clk_routes.png
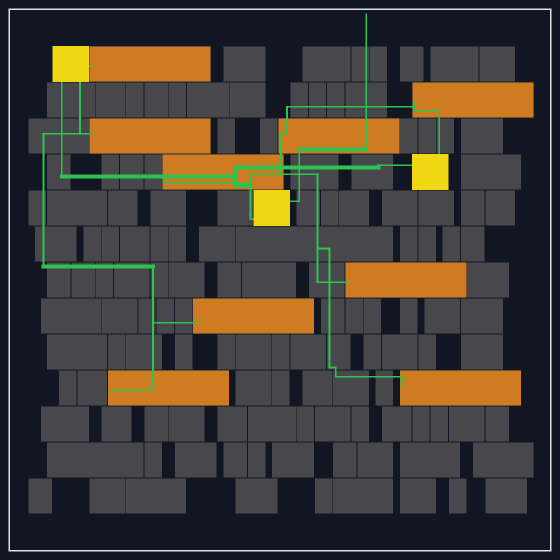
power_grid.png
Pins as bars on the die edge. Tap cells in grey.
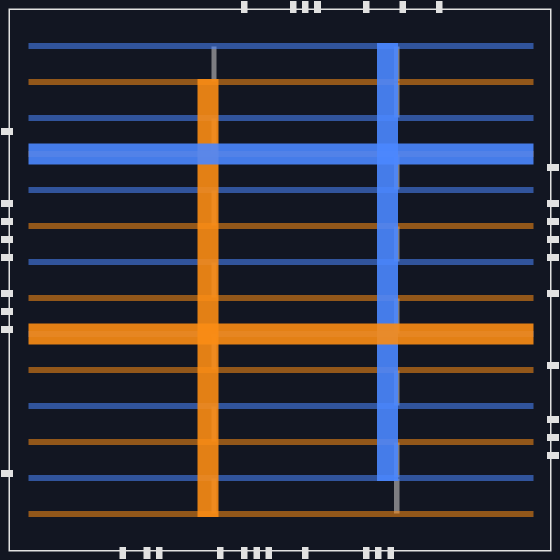
layer_met2.png
Scale bar: 10 um.
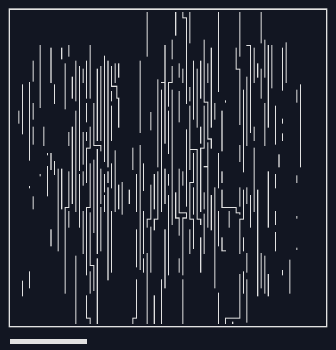
placement.png
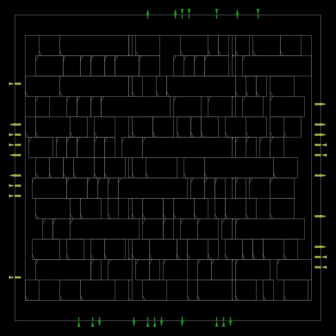
===== src/rtl/scale_mux.sv =====
// Parameterised 2:1 word select with a zero-latency result and an
// enable-gated registered copy whose valid flag is sticky until reset.
module scale_mux #(
    parameter int WIDTH = 8
) (
    input  logic             clk,
    input  logic             rst_n,
    input  logic [WIDTH-1:0] in_a,
    input  logic [WIDTH-1:0] in_b,
    input  logic             sel_a,
    input  logic             en,
    output logic [WIDTH-1:0] out,
    output logic [WIDTH-1:0] out_q,
    output logic             out_valid
);

    logic [WIDTH-1:0] mux_s;
    logic [WIDTH-1:0] out_q_r;
    logic             valid_r;

    // An X/Z select merges agreeing bits through the conditional operator.
    assign mux_s = sel_a ? in_a : in_b;
    assign out   = mux_s;

    // Capture stage: load on en, hold otherwise; valid stays set until reset.
    always_ff @(posedge clk or negedge rst_n) begin
        if (!rst_n) begin
            out_q_r <= '0;
            valid_r <= 1'b0;
        end else if (en) begin
            out_q_r <= mux_s;
            valid_r <= 1'b1;
        end else begin
            out_q_r <= out_q_r;
            valid_r <= valid_r;
        end
    end

    assign out_q     = out_q_r;
    assign out_valid = valid_r;

endmodule


===== config.mk =====
export PLATFORM = sky130hd
export DESIGN_NAME = scale_mux
export DESIGN_NICKNAME = d
export VERILOG_FILES = /design/src/rtl/scale_mux.sv
export SDC_FILE = /design/constraint.sdc
export NUM_CORES = 1
export LEC_CHECK = 0
export ABC_AREA = 1
export CAP_MARGIN = 0
export CORE_UTILIZATION = 36
export DETAILED_ROUTE_END_ITERATION = 10
export GPL_ROUTABILITY_DRIVEN = 0
export PLACE_DENSITY_LB_ADDON = 0.12
export SLEW_MARGIN = 0
export SYNTH_ARGS = -nofsm -noshare
export SYNTH_HDL_FRONTEND = slang
export SYNTH_SLANG_ARGS = --single-unit

===== constraint.sdc =====
create_clock -name clk -period 1.4 [get_ports clk]
set_clock_uncertainty 0.05 [all_clocks]
set_input_delay 0.28 -clock clk [delete_from_list [all_inputs] [get_ports clk]]
set_output_delay 0.28 -clock clk [all_outputs]
set_load 0.005 [all_outputs]

==> out/summary.rpt <==
====================================================================================
Commonest non-fill, non-tap cells in the layout ....................... sky130_fd_sc_hd__nand2_1 (30), sky130_fd_sc_hd__buf_4 (24), sky130_fd_sc_hd__inv_1 (16)
AO/OA Area Share ......................................................           0%
Root Buffer ........................................................... sky130_fd_sc_hd__clkbuf_4
Num ports .............................................................           37
Area after DPL ........................................................   968.4 um^2
YS chip area ..........................................................   541.8 um^2
Ratio of cells with drive above 1 in the final layout .................       30.28%
Syn-to-layout area delta ..............................................       107.6%
Unrepaired setup endpoints after global routing .......................          yes
Biggest area cells .................................................... sky130_fd_sc_hd__dfrtp_1 (42%), sky130_fd_sc_hd__nand2_1 (22%), sky130_fd_sc_hd__inv_1 (11%), sky130_fd_sc_hd__and2_1 (9.2%), sky130_fd_sc_hd__nand3_1 (7.4%)
Family with the most delay on the worst path .......................... buffers and inverters
Final critical-path setup slack .......................................  -0.01151 ns
Largest net degree at the start of global routing .....................           10
Antenna violations before repair ......................................            0
Fin Hold WS ...........................................................    0.2571 ns
Leakage power figure ..................................................    0.7142 nW
Per-cell via count in the routed design ...............................        4.732
Outcome ............................................................... finished, violations left
Slowest Stage Delay on Critical Path ..................................      0.46 ns
Type of the worst setup path .......................................... input port to primary output
Slew headroom .........................................................       71.12%
Met2 WL ...............................................................      1046 um
Logic share of the area ...............................................       19.91%
Number of cells in the finished layout apart from fillers .............          157
Most frequently used cell type in the post-synthesis netlist .......... sky130_fd_sc_hd__nand2_1
Count of state elements after synthesis ...............................            9
Endpoints failing setup ...............................................            1
Vias post-DR ..........................................................          743
Failing checks ........................................................ negative setup slack
Antenna Diode Count ...................................................            0
Proportion of synthesized flip-flops having asynchronous set or reset .       100.0%
Clock Network Area Fraction ...........................................       2.336%
====================================================================================
## Picture notes: clk_routes.png
- clock drivers: yellow (count 3)
- clock wires: green (length 169 um)
- flip-flops: orange (count 9)
- routed clock nets: 4
source-to-sink clock delay at the later pin of the worst-skew pair: 0.27 ns
proportion of power drawn by the clock network: 28.0%
Clk power: 0.000219 W

## Picture notes: power_grid.png
- VSS: orange
- VDD: blue
- met5 straps: 2
- met4 straps: 2
- rows: 13

## Picture notes: layer_met2.png
- longest straight run: 17.3 um
- nets with wire on the layer: 144

## Picture notes: placement.png
Seq Cell Count: 9
flop share of the area: 20.02%

No activity file was given, so power comes from the tool's default toggle rates.
